[src/rtl/softmax_vector_packer.sv]
// softmax_vector_packer: collects a stream of signed Q2.14 elements into an
// N-lane vector for the softmax pipeline. Short vectors (closed by i_last) are
// padded with the most negative value so a downstream max is unaffected.
// Optional feature: define PACKER_RUNNING_MAX_EN to add the o_max output
// (signed running maximum of the real elements of each vector).
module softmax_vector_packer #(
  parameter int BIT_WIDTH = 16,
  parameter int N         = 8
) (
  input  logic                   i_clk,
  input  logic                   i_rst,
  input  logic                   i_valid,
  input  logic [BIT_WIDTH-1:0]   i_elem,
  input  logic                   i_last,
  output logic                   o_ready,
  input  logic                   i_hold,
  output logic [N*BIT_WIDTH-1:0] o_data,
  output logic                   o_valid,
  output logic [$clog2(N):0]     o_count
`ifdef PACKER_RUNNING_MAX_EN
  ,
  output logic signed [BIT_WIDTH-1:0] o_max
`endif
);

  localparam int IDX_W = $clog2(N);
  localparam int CNT_W = IDX_W + 1;
  // Most negative two's-complement value; neutral element for a max.
  localparam logic [BIT_WIDTH-1:0] PAD = {1'b1, {(BIT_WIDTH-1){1'b0}}};

  localparam logic [0:0] S_FILL = 1'b0;
  localparam logic [0:0] S_EMIT = 1'b1;

  logic [0:0]       state_reg, state_next;
  logic [IDX_W-1:0] idx_reg, idx_next;
  logic [CNT_W-1:0] count_reg, count_next;
  logic             accept;
  logic             closing;
  logic             emit;

  assign o_ready = (state_reg == S_FILL);
  assign accept  = i_valid && o_ready;
  // i_last only matters when qualified by an accepted element.
  assign closing = accept && ((idx_reg == IDX_W'(N-1)) || i_last);
  assign emit    = (state_reg == S_EMIT) && !i_hold;

  // Next-state logic for the FILL/EMIT controller, lane index and count.
  always_comb begin
    state_next = state_reg;
    idx_next   = idx_reg;
    count_next = count_reg;
    if (accept) begin
      idx_next   = idx_reg + IDX_W'(1);
      count_next = count_reg + CNT_W'(1);
      if (closing) state_next = S_EMIT;
    end
    if (emit) begin
      idx_next   = '0;
      count_next = '0;
      state_next = S_FILL;
    end
  end

  // Controller state registers.
  always_ff @(posedge i_clk or posedge i_rst) begin
    if (i_rst) begin
      state_reg <= S_FILL;
      idx_reg   <= '0;
      count_reg <= '0;
    end else begin
      state_reg <= state_next;
      idx_reg   <= idx_next;
      count_reg <= count_next;
    end
  end

  // Output strobe and element count, registered at the emit edge.
  always_ff @(posedge i_clk or posedge i_rst) begin
    if (i_rst) begin
      o_valid <= 1'b0;
      o_count <= '0;
    end else begin
      o_valid <= emit;
      if (emit) o_count <= count_reg;
    end
  end

  // Lane storage doubles as the output register; lanes above the closing
  // element are padded on the same edge the vector closes.
  generate
    for (genvar gi = 0; gi < N; gi++) begin : g_lane
      logic [BIT_WIDTH-1:0] lane_reg;

      // Capture the element for this lane, or pad it when the vector closes early.
      always_ff @(posedge i_clk or posedge i_rst) begin
        if (i_rst) begin
          lane_reg <= '0;
        end else if (accept && (idx_reg == IDX_W'(gi))) begin
          lane_reg <= i_elem;
        end else if (closing && (IDX_W'(gi) > idx_reg)) begin
          lane_reg <= PAD;
        end
      end

      assign o_data[gi*BIT_WIDTH +: BIT_WIDTH] = lane_reg;
    end
  endgenerate

`ifdef PACKER_RUNNING_MAX_EN
  logic signed [BIT_WIDTH-1:0] max_reg, max_next;

  // Signed running max over accepted elements; reloads PAD after each emit.
  always_comb begin
    max_next = max_reg;
    if (accept && ($signed(i_elem) > max_reg)) max_next = $signed(i_elem);
    if (emit) max_next = $signed(PAD);
  end

  // Running max register and its output copy, published with o_valid.
  always_ff @(posedge i_clk or posedge i_rst) begin
    if (i_rst) begin
      max_reg <= $signed(PAD);
      o_max   <= '0;
    end else begin
      max_reg <= max_next;
      if (emit) o_max <= max_reg;
    end
  end
`else
  // Without the running-max option the data path carries no comparator.
`endif

endmodule

[config.mk]
export PLATFORM = sky130hd
export DESIGN_NAME = softmax_vector_packer
export DESIGN_NICKNAME = d
export VERILOG_FILES = /design/src/rtl/softmax_vector_packer.sv
export SDC_FILE = /design/constraint.sdc
export NUM_CORES = 1
export LEC_CHECK = 0
export CAP_MARGIN = 20
export CELL_PAD_IN_SITES_DETAIL_PLACEMENT = 0
export CELL_PAD_IN_SITES_GLOBAL_PLACEMENT = 1
export CORE_MARGIN = 3
export CORE_UTILIZATION = 38
export CTS_CLUSTER_SIZE = 25
export DETAILED_ROUTE_END_ITERATION = 10
export MAX_ROUTING_LAYER = met4
export PLACE_DENSITY = 0.81
export SLEW_MARGIN = 20
export SYNTH_ARGS = -nofsm -noshare
export SYNTH_HDL_FRONTEND = slang
export SYNTH_SLANG_ARGS = --single-unit
[constraint.sdc]
create_clock -name i_clk -period 5 [get_ports i_clk]
set_input_delay 0.75 -clock i_clk [delete_from_list [all_inputs] [get_ports i_clk]]
set_output_delay 0.75 -clock i_clk [all_outputs]
set_load 0.02 [all_outputs]
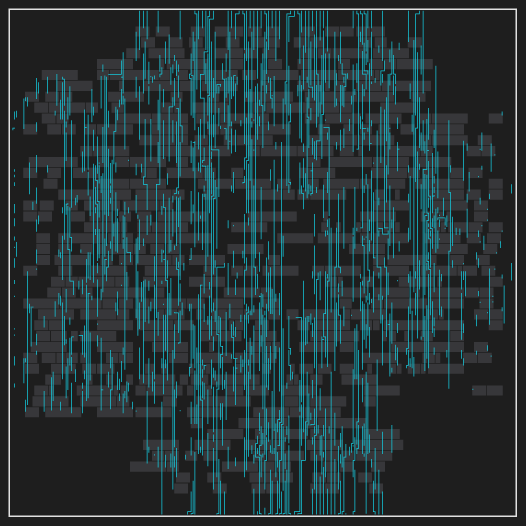
*The metal 2 layer, run 1*
Scale: 4 px per micron. Cells faint in the background.
The layer holds 47% of the routed length. The wires run mostly vertical. 499 nets have wire on it. The layer carries 7,560 microns of wire.

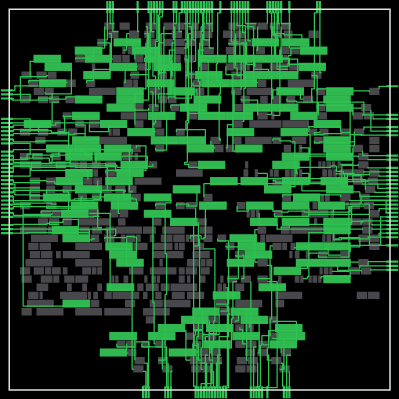
*Port wiring, run 1*
Scale: 3 px per micron.
Key: green = o_data [bits 128, direction output, edge 41 north, 30 east, 30 west, 27 south, end cells 128, buffers 128, wire 5,200 microns]

==> impl_metrics.ini, run 1 <==
; implementation run metrics
[clocking]
postCtsResizedCells = 0
holdBufCountCts = 0
ctsLongestPathBuffers = 2
htree_levels = 4

[final_layout]
post-route-cell-area_sq_um = 7620
drive_gt1_frac = 0.0860
post_layout_utilization_of_the_core = 0.543
post_layout_nonfiller_instances = 738
areaGrowthSynthToFinish_pct = 38.3
largest_register_ffs = 128

[sta]
timing.final.max_slew_violations = 0
finalClockPeriodUsage = 0.573
timing.clock.skew_ns = 0.00864

[synthesis]
post_synth_instance_area_sq_um = 5510
synth.yosys.chip_area_sq_um = 5510
syn_nets = 441
synthArstFlopShare = 1.00
synth_area_per_cell_sq_um = 13.3
yosys-stat-cells = 415
synthAoiAreaFrac = 0.219
yosys-dominant-comb-family = AND-OR/OR-AND gates

[global_routing]
global_route.usage.met2 = 0.312
grt_first_pass_wirelength_microns = 24900
grt_pass1_vias = 4054
grt_busiest_layer = met2
maximum_number_of_pins_on_one_net_before_global_route_repair = 120

[critical_path]
cp_data_arrival_time_ns = 3.16
r2r_end = g_lane[5].lane_reg[8]$_DFFE_PP0P_
timing.critical_path.fanout_max = 17

[die]
io_pins = 155

[placed_design]
preCtsSetupSlack_ns = 1.76
dp.final_hpwl_microns = 10600
final_wtd_congestion = 0.773
placed_cells = 706
numPortBuffers = 154

[status]
outcome = complete, no violations

[drt]
top_layer = met4
antenna_left = 0
met3RoutedLength_microns = 1380

[worst_hold_path]
worstHoldPathType = flip-flop to flip-flop
holdPathStages = 1
min_to = g_lane[1].lane_reg[13]$_DFFE_PP0P_
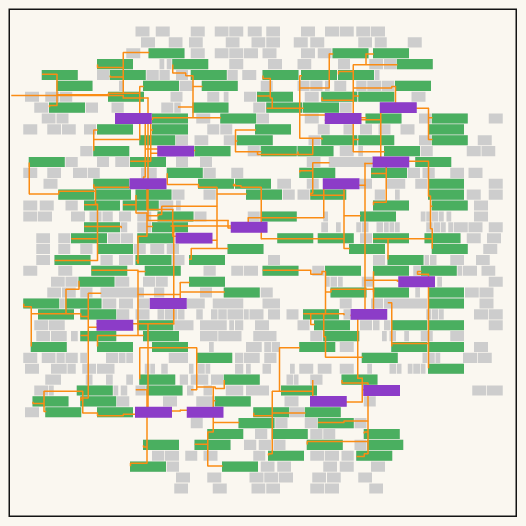
*Clock network drawn from the DEF, run 1*
Scale: 4 px per micron.
Key: orange = clock wires [length 1,690 microns]; green = flip-flops [count 141]; purple = clock-net drivers [count 17]
There are 18 routed clock nets. Position of the flops: widely spread.

-- run 1: worst max-delay path: stages --
cell and delay [ns]:
sky130_fd_sc_hd__clkdlybuf4s50_1 0.71, sky130_fd_sc_hd__nor2b_4 0.45, sky130_fd_sc_hd__and3_1 0.75, sky130_fd_sc_hd__a21oi_4 0.22, sky130_fd_sc_hd__a22o_1 0.26
-- run 1: synthesized netlist by cell type (2+ instances only) --
library cell	n
sky130_fd_sc_hd__a21oi_4	2
sky130_fd_sc_hd__and3_4	2
sky130_fd_sc_hd__dfrtp_1	141
sky130_fd_sc_hd__a21oi_1	4
sky130_fd_sc_hd__clkbuf_1	5
sky130_fd_sc_hd__inv_1	12
sky130_fd_sc_hd__buf_4	11
sky130_fd_sc_hd__o21ai_1	6
sky130_fd_sc_hd__a22o_1	107
sky130_fd_sc_hd__and3_1	3
sky130_fd_sc_hd__buf_6	4
sky130_fd_sc_hd__mux2_2	4
sky130_fd_sc_hd__nand3_1	6
sky130_fd_sc_hd__ha_1	5
sky130_fd_sc_hd__buf_1	2
sky130_fd_sc_hd__a22oi_1	6
sky130_fd_sc_hd__buf_2	22
sky130_fd_sc_hd__xor2_1	2
sky130_fd_sc_hd__o21ai_0	15
sky130_fd_sc_hd__nand2_1	37
sky130_fd_sc_hd__a31oi_2	2
-- run 1: cell type report --
class,count,area [sq um]
fillers,1170,6420
flip-flops and latches,141,3530
multi-input cells,218,1670
repair buffers,155,1550
clock buffers,21,450
well taps,180,225
clock inverters,11,143
inverters,12,52.6
-- run 1: cell families after synthesis --
family / after synthesis
compound gates: 145
flops: 141
simple gates: 60
buf+inv: 56
mux: 5
fa+ha+maj: 5
xor+xnor: 3
-- run 1: power breakdown --
part,switching [mW],internal [mW]
combinational,0.794,0.750
sequential,0.240,1.45
clock,0.468,0.795
==> run 1 -> run 2 <==
- clock period: 5 -> 2.9 ns (I/O delays scaled with it)
==> impl_metrics.ini, run 2 <==
; implementation run metrics
[drt]
top_layer = met4
antenna_left = 0
met3RoutedLength_microns = 1390

[sta]
finalClockPeriodUsage = 0.836

[final_layout]
post-route-cell-area_sq_um = 7740
post_layout_nonfiller_instances = 747
post_layout_utilization_of_the_core = 0.551

[power]
switching_share = 0.331
comb_power_mw = 2.70
power_switching_mw = 2.60
pwr-share-seq = 0.370
power.clock.fraction = 0.287
clockNetworkPower_mw = 2.26

[synthesis]
synthAoiAreaFrac = 0.219
yosys-stat-cells = 415
synth_area_per_cell_sq_um = 13.3
yosys-dominant-comb-family = AND-OR/OR-AND gates
post_synth_most_frequent_cells = 141 x sky130_fd_sc_hd__dfrtp_1, 107 x sky130_fd_sc_hd__a22o_1, 37 x sky130_fd_sc_hd__nand2_1

[status]
outcome = complete, no violations

[global_routing]
global_route.usage.met2 = 0.316
grt_pass1_vias = 4116
grt_first_pass_wirelength_microns = 25200
maximum_number_of_pins_on_one_net_before_global_route_repair = 56

[placed_design]
dp.final_hpwl_microns = 11100
preCtsSetupSlack_ns = 0.475
numPortBuffers = 154

[clocking]
holdBufCountCts = 0

[critical_path]
r2r_end = g_lane[5].lane_reg[15]$_DFFE_PP0P_
cp_data_arrival_time_ns = 2.67
crit_path_frequent_cell = sky130_fd_sc_hd__ha_1
crit_path_max_incr_delay_ns = 0.79

[die]
io_pins = 155
## run 2: worst max-delay path: cells and delay by family, from the launching register on
family,cells,cell delay [ns]
DFF,1,0.50
and+or+nand+nor,1,0.39
AOI/OAI and AO/OA,2,0.93
adders and majority gates,2,0.43
## run 2: logic make-up (layout without fill, tap and decap cells)
group           after synthesis  after routing
buf+inv                      56            208
mux                           5              5
simple gates                 60             60
fa+ha+maj                     5              5
flops                       141            141
xor+xnor                      3              3
compound gates              145            145
## run 2: how the worst min path moves through the flow
stage                                       startpoint                            endpoint  slack, ns  cells after the start
floorplan                     count_reg[3]$_DFFE_PP0P_            count_reg[3]$_DFFE_PP0P_       0.52                      2
global placement     g_lane[5].lane_reg[3]$_DFFE_PP0P_   g_lane[5].lane_reg[3]$_DFFE_PP0P_       0.48                      1
detailed placement  g_lane[2].lane_reg[14]$_DFFE_PP0P_  g_lane[2].lane_reg[14]$_DFFE_PP0P_       0.48                      1
CTS                                              i_rst  g_lane[5].lane_reg[13]$_DFFE_PP0P_       0.45                      2
global route                                     i_rst  g_lane[0].lane_reg[12]$_DFFE_PP0P_       0.48                      2
finish                                           i_rst  g_lane[4].lane_reg[10]$_DFFE_PP0P_       0.44                      2
## run 2: metrics by stage
step,power (mW),hold slack (ns)
floorplan,4.31,0.515
global placement,5.59,0.482
detailed placement,5.65,0.480
CTS,7.92,0.453
global route,8.22,0.481
finish,7.87,0.437
## run 2: layout make-up
class,instances,area share
multi-input cells,218,0.216
well taps,180,0.0291
clock buffers,21,0.0621
flip-flops and latches,141,0.456
repair buffers,165,0.213
inverters,12,0.00630
clock inverters,10,0.0178
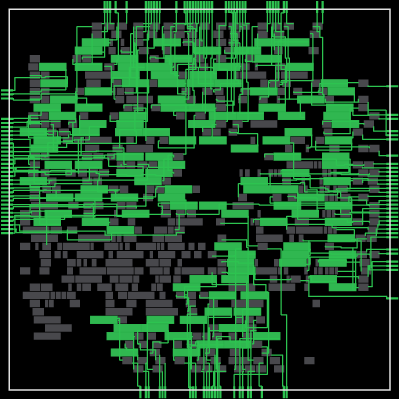
*Port wiring, run 2*
Scale: 3 px per micron.
Key: green = o_data [bits 128, direction output, edge 40 north, 32 east, 32 west, 24 south, end cells 128, buffers 128, wire 5,060 microns]

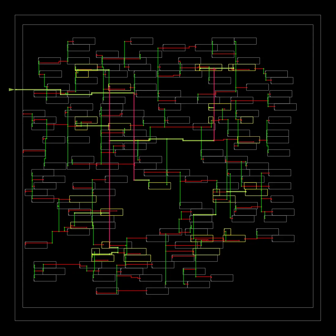
*Clock wiring as the flow saved it, run 2*
total clock buffers created by CTS: 17
Late-Pin Clk Latency: 0.42 ns
Layout Skew: 0.00683 ns
registers: 141
total clock sinks: 141

Power figures rest on the tool's default switching activity, not on a simulated workload.
